===== src/rtl/utils.sv =====
// Shared types for result checking: the stats record, scoreboard FSM states
// and a saturating 32-bit increment used by the pass/fail counters.
package utils;

  typedef struct packed {
    logic [31:0] pass_cnt;
    logic [31:0] fail_cnt;
  } test_stats;

  typedef enum logic [1:0] {
    SB_IDLE,
    SB_RUN,
    SB_DONE
  } sb_state_e;

  // Counters stick at all-ones instead of wrapping back to zero.
  function automatic logic [31:0] sat_inc32(input logic [31:0] v);
    logic [31:0] r;
    r = (v == 32'hFFFF_FFFF) ? v : v + 32'd1;
    return r;
  endfunction

endpackage


===== src/rtl/sync_fifo.sv =====
// Small synchronous FIFO holding expected elements until the matching DUT
// element arrives. Head data is read combinationally so a pop can compare in
// the same cycle. Flush empties the FIFO without touching storage.
module sync_fifo #(
  parameter int DATA_W = 32,
  parameter int DEPTH  = 8
) (
  input  logic              clk,
  input  logic              rst_n,
  input  logic              flush,
  input  logic              push,
  input  logic              pop,
  input  logic [DATA_W-1:0] push_data,
  output logic [DATA_W-1:0] head_data,
  output logic              full,
  output logic              empty
);

  localparam int AW = (DEPTH > 1) ? $clog2(DEPTH) : 1;
  localparam logic [AW-1:0] PTR_ONE  = AW'(1);
  localparam logic [AW:0]   CNT_ONE  = (AW + 1)'(1);
  localparam logic [AW:0]   CNT_FULL = (AW + 1)'(DEPTH);

  logic [DATA_W-1:0] mem_q [DEPTH];
  logic [AW-1:0]     wr_ptr_q, wr_ptr_d;
  logic [AW-1:0]     rd_ptr_q, rd_ptr_d;
  logic [AW:0]       count_q, count_d;
  logic              do_push, do_pop;

  assign full      = (count_q == CNT_FULL);
  assign empty     = (count_q == '0);
  assign do_push   = push && !full;
  assign do_pop    = pop && !empty;
  assign head_data = mem_q[rd_ptr_q];

  // Pointer and occupancy update; flush wins over any push/pop.
  always_comb begin
    wr_ptr_d = wr_ptr_q;
    rd_ptr_d = rd_ptr_q;
    count_d  = count_q;
    if (flush) begin
      wr_ptr_d = '0;
      rd_ptr_d = '0;
      count_d  = '0;
    end else begin
      if (do_push) wr_ptr_d = wr_ptr_q + PTR_ONE;
      if (do_pop)  rd_ptr_d = rd_ptr_q + PTR_ONE;
      if (do_push && !do_pop)      count_d = count_q + CNT_ONE;
      else if (do_pop && !do_push) count_d = count_q - CNT_ONE;
    end
  end

  // Pointer/count registers.
  always_ff @(posedge clk or negedge rst_n) begin
    if (!rst_n) begin
      wr_ptr_q <= '0;
      rd_ptr_q <= '0;
      count_q  <= '0;
    end else begin
      wr_ptr_q <= wr_ptr_d;
      rd_ptr_q <= rd_ptr_d;
      count_q  <= count_d;
    end
  end

  // Storage write; contents need no reset since occupancy gates every read.
  always_ff @(posedge clk) begin
    if (do_push && !flush) mem_q[wr_ptr_q] <= push_data;
  end

endmodule


===== src/rtl/result_scoreboard.sv =====
// Scoreboard comparing a DUT result stream against a buffered expected
// stream under a bit mask, counting passes/fails and recording the first
// mismatch index. Raises a one-cycle done once the last item is counted.
module result_scoreboard
  import utils::*;
#(
  parameter int DATA_W    = 32,
  parameter int CNT_W     = 16,
  parameter int EXP_DEPTH = 8
) (
  input  logic              clk,
  input  logic              rst_n,
  input  logic              start,
  input  logic [CNT_W-1:0]  num_items,
  input  logic [DATA_W-1:0] cmp_mask,
  input  logic              exp_valid,
  output logic              exp_ready,
  input  logic [DATA_W-1:0] exp_data,
  input  logic              act_valid,
  output logic              act_ready,
  input  logic [DATA_W-1:0] act_data,
  output logic              busy,
  output logic              done,
  output test_stats         stats,
  output logic              first_fail_vld,
  output logic [CNT_W-1:0]  first_fail_idx
);

  localparam logic [CNT_W-1:0] CNT_ONE = CNT_W'(1);

  sb_state_e         state_q, state_d;
  logic [CNT_W-1:0]  num_q, num_d;
  logic [CNT_W-1:0]  pushed_q, pushed_d;
  logic [CNT_W-1:0]  cmp_idx_q, cmp_idx_d;
  logic [CNT_W-1:0]  ff_idx_q, ff_idx_d;
  logic [DATA_W-1:0] mask_q, mask_d;
  test_stats         stats_q, stats_d;
  logic              ff_vld_q, ff_vld_d;
  logic              done_q, done_d;

  logic              fifo_full, fifo_empty;
  logic [DATA_W-1:0] fifo_head;
  logic              start_acc, exp_fire, act_fire, cmp_pass, last_cmp;

  // A start during RUN is dropped; it is honoured from IDLE or DONE.
  assign start_acc = start && (state_q != SB_RUN);
  assign exp_ready = (state_q == SB_RUN) && !fifo_full && (pushed_q < num_q);
  assign act_ready = (state_q == SB_RUN) && !fifo_empty;
  assign exp_fire  = exp_valid && exp_ready;
  assign act_fire  = act_valid && act_ready;
  assign cmp_pass  = (((act_data ^ fifo_head) & mask_q) == '0);
  assign last_cmp  = (cmp_idx_q == num_q - CNT_ONE);

  assign busy           = (state_q == SB_RUN);
  assign done           = done_q;
  assign stats          = stats_q;
  assign first_fail_vld = ff_vld_q;
  assign first_fail_idx = ff_idx_q;

  sync_fifo #(
    .DATA_W (DATA_W),
    .DEPTH  (EXP_DEPTH)
  ) u_exp_fifo (
    .clk       (clk),
    .rst_n     (rst_n),
    .flush     (start_acc),
    .push      (exp_fire),
    .pop       (act_fire),
    .push_data (exp_data),
    .head_data (fifo_head),
    .full      (fifo_full),
    .empty     (fifo_empty)
  );

  // Next-state logic: run setup on start, then count compares until the last.
  always_comb begin
    state_d   = state_q;
    num_d     = num_q;
    mask_d    = mask_q;
    pushed_d  = pushed_q;
    cmp_idx_d = cmp_idx_q;
    stats_d   = stats_q;
    ff_vld_d  = ff_vld_q;
    ff_idx_d  = ff_idx_q;
    done_d    = 1'b0;
    case (state_q)
      SB_IDLE, SB_DONE: begin
        if (start_acc) begin
          num_d     = num_items;
          mask_d    = cmp_mask;
          pushed_d  = '0;
          cmp_idx_d = '0;
          stats_d   = '0;
          ff_vld_d  = 1'b0;
          ff_idx_d  = '0;
          if (num_items == '0) begin
            state_d = SB_DONE;
            done_d  = 1'b1;
          end else begin
            state_d = SB_RUN;
          end
        end
      end
      SB_RUN: begin
        if (exp_fire) pushed_d = pushed_q + CNT_ONE;
        if (act_fire) begin
          cmp_idx_d = cmp_idx_q + CNT_ONE;
          if (cmp_pass) begin
            stats_d.pass_cnt = sat_inc32(stats_q.pass_cnt);
          end else begin
            stats_d.fail_cnt = sat_inc32(stats_q.fail_cnt);
            if (!ff_vld_q) begin
              ff_vld_d = 1'b1;
              ff_idx_d = cmp_idx_q;
            end
          end
          if (last_cmp) begin
            state_d = SB_DONE;
            done_d  = 1'b1;
          end
        end
      end
      default: state_d = SB_IDLE;
    endcase
  end

  // State and bookkeeping registers.
  always_ff @(posedge clk or negedge rst_n) begin
    if (!rst_n) begin
      state_q   <= SB_IDLE;
      num_q     <= '0;
      mask_q    <= '0;
      pushed_q  <= '0;
      cmp_idx_q <= '0;
      stats_q   <= '0;
      ff_vld_q  <= 1'b0;
      ff_idx_q  <= '0;
      done_q    <= 1'b0;
    end else begin
      state_q   <= state_d;
      num_q     <= num_d;
      mask_q    <= mask_d;
      pushed_q  <= pushed_d;
      cmp_idx_q <= cmp_idx_d;
      stats_q   <= stats_d;
      ff_vld_q  <= ff_vld_d;
      ff_idx_q  <= ff_idx_d;
      done_q    <= done_d;
    end
  end

endmodule


===== config.mk =====
export PLATFORM = sky130hd
export DESIGN_NAME = result_scoreboard
export DESIGN_NICKNAME = d
export VERILOG_FILES = /design/src/rtl/utils.sv /design/src/rtl/sync_fifo.sv /design/src/rtl/result_scoreboard.sv
export SDC_FILE = /design/constraint.sdc
export NUM_CORES = 1
export LEC_CHECK = 0
export CORE_MARGIN = 3
export CORE_UTILIZATION = 29
export DETAILED_ROUTE_END_ITERATION = 6
export HOLD_SLACK_MARGIN = 0.02
export MAX_ROUTING_LAYER = met4
export SETUP_SLACK_MARGIN = 0.1
export SLEW_MARGIN = 5
export SYNTH_ARGS = -nofsm -noshare
export SYNTH_HDL_FRONTEND = slang
export SYNTH_SLANG_ARGS = --single-unit

===== constraint.sdc =====
create_clock -name clk -period 11.7 [get_ports clk]
set_clock_uncertainty 0.15 [all_clocks]
set_input_delay 3.51 -clock clk [delete_from_list [all_inputs] [get_ports clk]]
set_output_delay 3.51 -clock clk [all_outputs]
set_load 0.01 [all_outputs]

==> job_summary.md, run 1 <==
## Synthesis and layout report

| Metric | Value |
|---|---|
| Top FF cell, synth | `edfxtp_1` |
| IO Port Bufs | `around 200` |
| CLK BUF | `roughly 60` |
| Final Hold Fails | `0` |
| Vias | `between 10k and 15k` |
| Yosys stat area | `roughly 20000 sq um` |
| Commonest Layout Cell | `edfxtp_1` |
| Average via count per standard cell | `5.01` |
| IO Pins | `slightly above 200` |
| CP top delay family | `AND-OR/OR-AND gates` |
| GP Congestion | `between 0.8 and 0.9` |
| Period Utilization, post-route | `0.602` |
| Post-CTS Resized | `0` |
| Largest net degree at the start of global routing | `between 100 and 150` |
| Cts hold-fix bufs | `0` |
| Cell area leaders | `edfxtp_1 39%, dfrtp_1 22%, mux2i_1 5.9%, nand2_1 4.5%, mux2_2 2.7%` |
| Max IR drop VDD | `approximately 0.00014 V` |
| Average size of a mapped cell | `about 12 sq um` |
| DP HPWL | `between 30000 and 40000 um` |
| Layout fillers | `6401` |
| CP endpoint kind | `primary output` |
| Cell count after synthesis | `1594` |
| Core Area | `a little under 70000 sq um` |
| Worst path bufs/invs | `2` |
| Worst-Margin Slew | `0.963 ns` |
| Worst-path fanout max | `4` |
| Accumulated negative setup slack | `0 ns` |
| Critical Path Source | `num_q[13]` |
| Comb/total area | `0.297` |
| Max Slew Vio Count | `0` |
| Crit path kind | `reg2out` |
| CP cell instances | `inv_1 > ha_1 > a21o_1 > a21oi_1 > nor2b_1 > a2111oi_0 > a21boi_0 > clkdlybuf4s50_1` |
| CP required | `roughly 8 ns` |
| Vias in the first global route | `between 10k and 15k` |
| CTS tree | `built` |
| CTS root buf | `clkbuf_16` |
| Ys cells | `between 1.5k and 2k` |
| Most frequent cells in the layout | `256 x edfxtp_1, 238 x nand2_1, 200 x clkdlybuf4s50_1, 171 x dfrtp_1, 116 x mux2i_1` |
| DIE WIDTH | `roughly 270 um` |
| CTS max path bufs | `3` |
| Worst r2r src | `u_exp_fifo.rd_ptr_q[0]` |
| Core Density at Floorplan | `0.294` |
| # Taps | `between 800 and 900` |
| Hold Crit Class | `reg2reg` |
| WL per Instance | `roughly 20 um` |
| Clock sink total | `430` |
| Mapped Area | `19800 sq um` |
| Post-synth seq share | `0.607` |
| Non-clock buffers, area share | `0.0905` |
| Tot GR Track Use | `0.152` |
| DRT Pass-1 Iters | `5` |
| Remaining DRCs | `0` |
| Slew headroom | `0.357` |
| Yosys warns | `0` |
| Initial DRC Count | `approximately 1.1k` |
| ANT cells | `2` |
| WL final | `between 50000 and 60000 um` |
| GR Overflow Total | `0` |
| Synth cell count leaders | `256 x edfxtp_1, 238 x nand2_1, 174 x dfrtp_1` |
| Flop2flop setup slack | `6.37 ns` |
| Antenna viol nets, final | `0` |
| Non-clk invs | `48` |
| Hold Crit Start | `mask_q[15]` |
| Total die size | `a little over 70000 sq um` |
| Post-synth EDFFs | `about 260` |
| Setup bufs post-CTS | `0` |
| Die height | `267 um` |
| Comb gate area | `about 7200 sq um` |
| CTS HTree Levels | `2` |
| Top-area cell share | `0.388` |
| Cell Type Count | `between 70 and 80` |
| CP arrival | `3.39 ns` |
| Row count | `~95` |
| Critical path's slowest cell | `a2111oi_0` |
| Clk tree area frac | `0.0655` |
| R2R cell count | `10` |
| Stages on worst setup path | `8` |
| First-pass GRT wire length | `~82000 um` |
| Crit path launch type | `flip-flop` |
| NumNets Final | `roughly 1.9k` |
| Leakage power | `between 9 and 10 nW` |
| Power Dens Cells | `between 200 and 250 nW/um^2` |
| Ys async rst share | `0.405` |
| Flops after synth | `430` |
| Setup violations, final | `0` |
| Non-clk bufs | `~230` |
| Status | `finished, final reports clean` |
| CTS clk-pin slew, worst paths | `about 0.060 ns` |
| Final worst path period need | `7.05 ns` |
| Layout cells sized above 1 | `0.114` |
| Max_cap viols | `0` |
| Mapped Nets | `between 1.5k and 2k` |
| Top class by area | `flip-flops and latches` |
| #MultiIn Comb | `1040` |
| Initial antenna violation count | `2` |
| Hold Crit Depth | `2` |
| CP max stage delay | `between 0.7 and 0.8 ns` |
| Seq_cells | `430` |
| Most common cell in the netlist | `edfxtp_1` |
| Synth area leader | `edfxtp_1` |
| RSZ-0062 raised after global routing | `no` |
| Log Warnings | `28` |
| Area Growth Syn to Fin | `22.8%` |
| Max frequency | `~0.14 GHz` |
| Hold slack final | `around 0.33 ns` |
run 1: per-stage QoR:
stage	utilization	setup slack, ns	total power, mW	cells	instance area (sq um)
2_1_floorplan	-	4.28	2.99	1594	19800
3_3_place_gp	0.338	4.72	3.46	2617	22800
3_5_place_dp	0.338	4.65	3.50	2617	22800
4_1_cts	0.361	4.59	5.06	2699	24300
5_1_grt	0.361	4.43	5.24	2701	24400
6_report	0.361	4.65	4.99	2701	24400
run 1: logic make-up after synthesis:
family	Yosys count	share of synthesized area
flops	430	0.607
fa+ha+maj	25	0.0162
simple gates	547	0.129
buf+inv	124	0.0314
xor+xnor	65	0.0287
compound gates	221	0.0825
mux	182	0.105
run 1: routing by layer:
metal  routed length, um  vias up  GRT usage
met5                   0        -          -
li1                    -     6298          -
met3                1950       85     0.0208
met4                1480        0     0.0476
met1               23900     6883      0.194
met2               26700      279      0.253
run 1: path summary, 6_finish.rpt:
| kind | endpoint |
|---|---|
| setup / recovery | exp_ready |
| hold / removal | mask_q[15] |
| setup reg to reg | first_fail_idx[9] |
| hold reg to reg | mask_q[15] |
| max in group asynchronous | num_q[3] |
| min in group asynchronous | stats[46] |
run 1: registers in the layout, summed over array words and instances (netlist names):
name / flops
first_fail_vld: 1
u_exp_fifo.wr_ptr_q: 3
stats: 64
u_exp_fifo.mem_q: 256
first_fail_idx: 16
pushed_q: 16
state_q: 2
cmp_idx_q: 16
u_exp_fifo.rd_ptr_q: 3
u_exp_fifo.count_q: 4
mask_q: 32
num_q: 16
done: 1
run 1: where the power goes:
part	switching [mW]	internal, mW	leakage [nW]
registers	0.156	1.85	4.49
logic	0.819	0.623	4.17
clock network	0.615	0.924	0.783
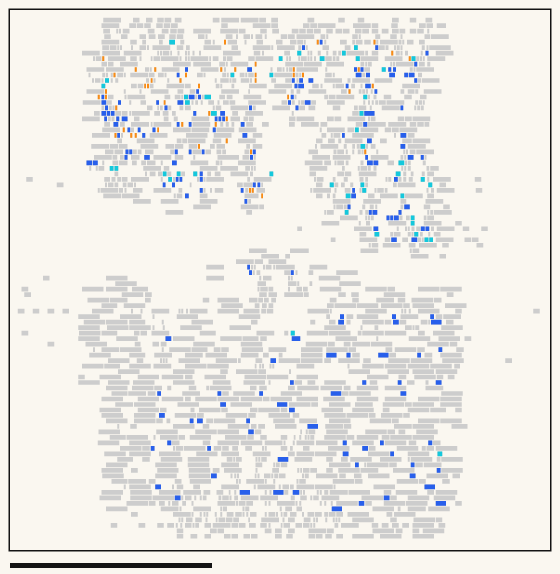
**Above:** run 1 (gate families picked out).
Bar = 100 um.
and/or cells -> cyan  # cells 46
inv cells -> orange  # cells 48
aoi and oai cells -> blue  # cells 175

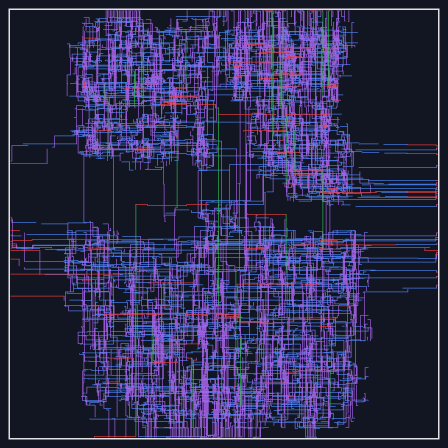
**Above:** run 1 (signal wires by layer).
metal 1 -> blue  # wire length 23.9 mm
metal 4 -> green  # wire length 1480 um
metal 3 -> red  # wire length 1950 um
metal 2 -> purple  # wire length 26.7 mm

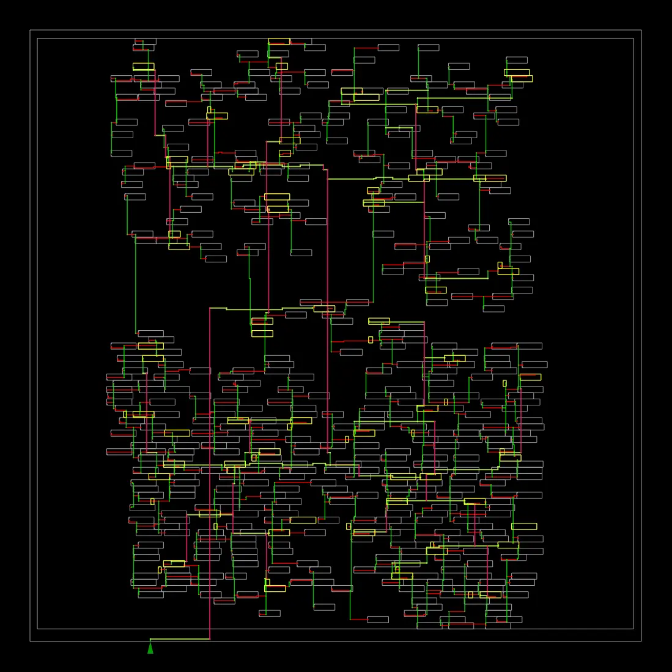
**Above:** run 1 (clock routing).
Inserted Clock Buffers: 44
Power Clock: 1.54 mW
worst skew pair latency: 0.60 ns

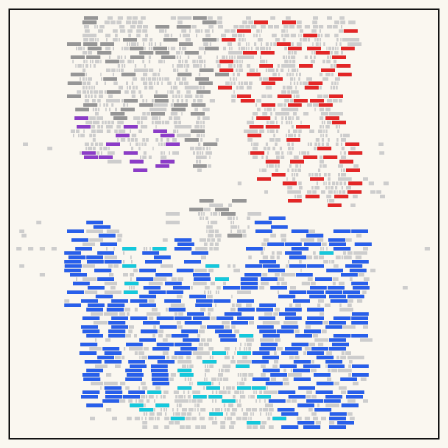
**Above:** run 1 (where the registers sit).
stats -> red  # sequential cells 64
mask_q -> cyan  # sequential cells 32, where bottom middle
pushed_q -> purple  # sequential cells 16
u_exp_fifo.mem_q -> blue  # sequential cells 256
not coloured = 62
P_seq: 2.01 mW
Flop area: 12000 sq um
register share of the cell area: 0.495
post-layout util: 0.361

**Run 1: I/O pins on the die edge**

Pins as bars across the die edge, other pins in grey.
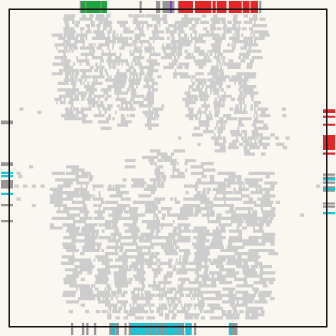

==> run 1 -> run 2 <==
clock period = 7.3 ns   (was 11.7 ns; I/O delays follow)
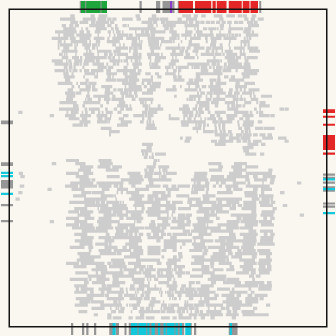
**Above:** run 2 (I/O pins on the die edge).
Pins as bars across the die edge, other pins in grey.
act_valid -> purple  # pins 1, direction input, edge top
act_data -> cyan  # pins 32, direction input, edge 26 bottom, 3 left, 3 right
stats -> red  # pins 64, direction output, edge 50 top, 14 right
num_items -> green  # pins 16, direction input, edge top
all pins by edge = 89 top, 75 bottom, 24 right, 14 left

==> run 2 against run 1 <==
  * Global-route usage is 0.17 points higher
  * Synthesized cell count stayed put
  * Register-to-register slack worse by 4.1 ns
  * Via count is 0.30% lower
  * Synthesized area stayed put
  * Core utilization is 0.054 points lower
  * Die size stayed put
  * Critical endpoint unchanged
==> job_summary.md, run 2 <==
## Synthesis and layout report

| Metric | Value |
|---|---|
| CP cell instances | `inv_1 > ha_1 > a21o_1 > a21oi_1 > nor2b_1 > a2111oi_0 > a21boi_0 > clkdlybuf4s50_1 (unchanged)` |
| CTS clk-pin slew, worst paths | `0.06 ns (about the same)` |
| Average size of a mapped cell | `12.4 sq um (unchanged)` |
| CP required | `4.96 ns (was 8.04 ns)` |
| Hold Crit Class | `reg2reg (unchanged)` |
| RSZ-0062 raised after global routing | `no (unchanged)` |
| Hold slack final | `0.336 ns (was 0.333 ns)` |
| Most common cell in the netlist | `edfxtp_1 (unchanged)` |
| WL final | `54000 um (about the same)` |
| Cell Type Count | `71 (unchanged)` |
| Post-layout util | `0.361 (about the same)` |
| Flop2flop setup slack | `2.27 ns (was 6.37 ns)` |
| Worst skew pair latency | `0.60 ns (about the same)` |
| Flip-flop count of the largest register after layout | `256 (unchanged)` |
| Max Slew Vio Count | `0 (unchanged)` |
| Cell area leaders | `edfxtp_1 39%, dfrtp_1 22%, mux2i_1 5.9%, nand2_1 4.5%, mux2_2 2.7% (unchanged)` |
| CTS max path bufs | `3 (unchanged)` |
| DIE WIDTH | `267 um (unchanged)` |
| Post-synth EDFFs | `256 (unchanged)` |
| Yosys warns | `0 (unchanged)` |
| Worst-path fanout max | `4 (unchanged)` |
| Inserted Clock Buffers | `44 (unchanged)` |
| GP Congestion | `0.834 (was 0.832)` |
| Mapped Nets | `1736 (unchanged)` |
| Commonest Layout Cell | `edfxtp_1 (unchanged)` |
| CTS root buf | `clkbuf_16 (unchanged)` |
| Global routing usage on met1 | `0.194 (about the same)` |
| Layout cells sized above 1 | `0.116 (was 0.114)` |
| Row count | `95 (unchanged)` |
| Yosys adder share | `0.0162 (unchanged)` |
| Post-place setup slack | `1.65 ns (was 4.65 ns)` |
| Cells after DPL | `2620 (was 2617)` |
| Ys async rst share | `0.405 (unchanged)` |
| Antenna viol nets, final | `0 (unchanged)` |
| Largest net degree at the start of global routing | `80 (was 101)` |
| Stages on worst setup path | `8 (unchanged)` |
| Leakage power | `9.42 nW (was 9.44 nW)` |
| Yosys stat area | `19800 sq um (unchanged)` |
| Clock sink total | `430 (unchanged)` |
| Max frequency | `about 0.17 GHz` |
| GR Overflow Total | `0 (unchanged)` |
| Final instance area | `24300 sq um (was 24400 sq um)` |
| Hold Crit Depth | `2 (unchanged)` |
| Initial antenna violation count | `9 (was 2)` |
| WL per Instance | `19.9 um (was 20.0 um)` |
| Area Growth Syn to Fin | `22.6% (was 22.8%)` |
| Post-synth seq share | `0.607 (unchanged)` |
| Die height | `267 um (unchanged)` |
| Ys cells | `1594 (unchanged)` |
| Clock network fraction of total power | `0.299 (was 0.308)` |
| Average via count per standard cell | `4.98 (was 5.01)` |
| Seq pwr share | `0.418 (was 0.402)` |
| Tot GR Track Use | `0.154 (was 0.152)` |
| Period Utilization, post-route | `0.803` |
| CP max stage delay | `0.81 ns (was 0.73 ns)` |
| IO Port Bufs | `201 (unchanged)` |
| Status | `finished, final reports clean (unchanged)` |
| Cell count after synthesis | `1594 (unchanged)` |
| Max IR drop VDD | `0.000192 V (was 0.000139 V)` |
| Setup violations, final | `0 (unchanged)` |
| Final Hold Fails | `0 (unchanged)` |
| Global routing's busiest layer | `met2 (unchanged)` |
| Final worst path period need | `5.86 ns` |
| Most frequent cells in the layout | `256 x edfxtp_1, 238 x nand2_1, 200 x clkdlybuf4s50_1, 171 x dfrtp_1, 116 x mux2i_1 (unchanged)` |
| CP top delay family | `AND-OR/OR-AND gates (unchanged)` |
| Remaining DRCs | `0 (unchanged)` |
| IO Pins | `202 (unchanged)` |
| Core Area | `67400 sq um (unchanged)` |
| Log Warnings | `26 (was 28)` |
| Final worst setup slack | `1.44 ns (was 4.65 ns)` |
| Mapped Area | `19800 sq um (unchanged)` |
| CTS HTree Levels | `2 (unchanged)` |
| Vias in the first global route | `13.6k (was 13.5k)` |
| Dominant comb cell | `simple AND/OR/NAND/NOR gates (unchanged)` |
| Synth area leader | `edfxtp_1 (unchanged)` |
| Yosys xor share | `0.0287 (unchanged)` |
| Setup bufs post-CTS | `0 (unchanged)` |
| Flops after synth | `430 (unchanged)` |
| Top FF cell, synth | `edfxtp_1 (unchanged)` |
| NumNets Final | `1935 (was 1932)` |
| Synth cell count leaders | `256 x edfxtp_1, 238 x nand2_1, 174 x dfrtp_1 (unchanged)` |
| Total die size | `71500 sq um (unchanged)` |
| P_sw | `2.54 mW (was 1.59 mW)` |
-- run 2: cell counts after synthesis --
No cell type changed its count.
-- run 2: cell type report --
cell class              instances  area [sq um]  share of cell area
repair buffers                229          2230              0.0915
diodes                          9          22.5            0.000926
clock buffers                  58          1210              0.0499
multi-input cells            1040          7230               0.297
inverters                      48           180             0.00741
well taps                     873          1090              0.0449
clock inverters                24           305              0.0126
flip-flops and latches        430         12000               0.495
-- run 2: power by group through the flow --
stage / clock network [mW] / registers [mW] / logic (mW)
after floorplan: 0 / 3.23 / 1.56
after global placement: 0 / 3.32 / 2.24
after detailed placement: 0 / 3.34 / 2.27
after CTS: 2.41 / 3.29 / 2.28
after global routing: 2.50 / 3.34 / 2.43
final: 2.35 / 3.29 / 2.23
-- run 2: cell families (layout without fill, tap and decap cells) --
family,Yosys count,in the layout
AND-OR/OR-AND,221,221
XOR/XNOR,65,65
adder cells (fa/ha/maj),25,25
buffers and inverters,124,359
flip-flops,430,430
multiplexers,182,182
other,0,9
AND/OR/NAND/NOR,547,547
-- run 2: worst paths after layout --
check / start / to
max in group asynchronous: rst_n / u_exp_fifo.rd_ptr_q[1]
max reg2reg: u_exp_fifo.rd_ptr_q[2] / stats[32]
min reg2reg: mask_q[5] / mask_q[5]
min in group asynchronous: rst_n / stats[45]
min: mask_q[5] / mask_q[5]
max: num_q[13] / exp_ready
-- run 2: routing by layer --
| metal | vias up | wire length (um) |
|---|---|---|
| li1 | 6313 | - |
| met1 | 6812 | 23400 |
| met2 | 293 | 26600 |
| met3 | 86 | 2340 |
| met4 | 0 | 1620 |
| met5 | - | 0 |
No activity file was given, so power comes from the tool's default toggle rates.
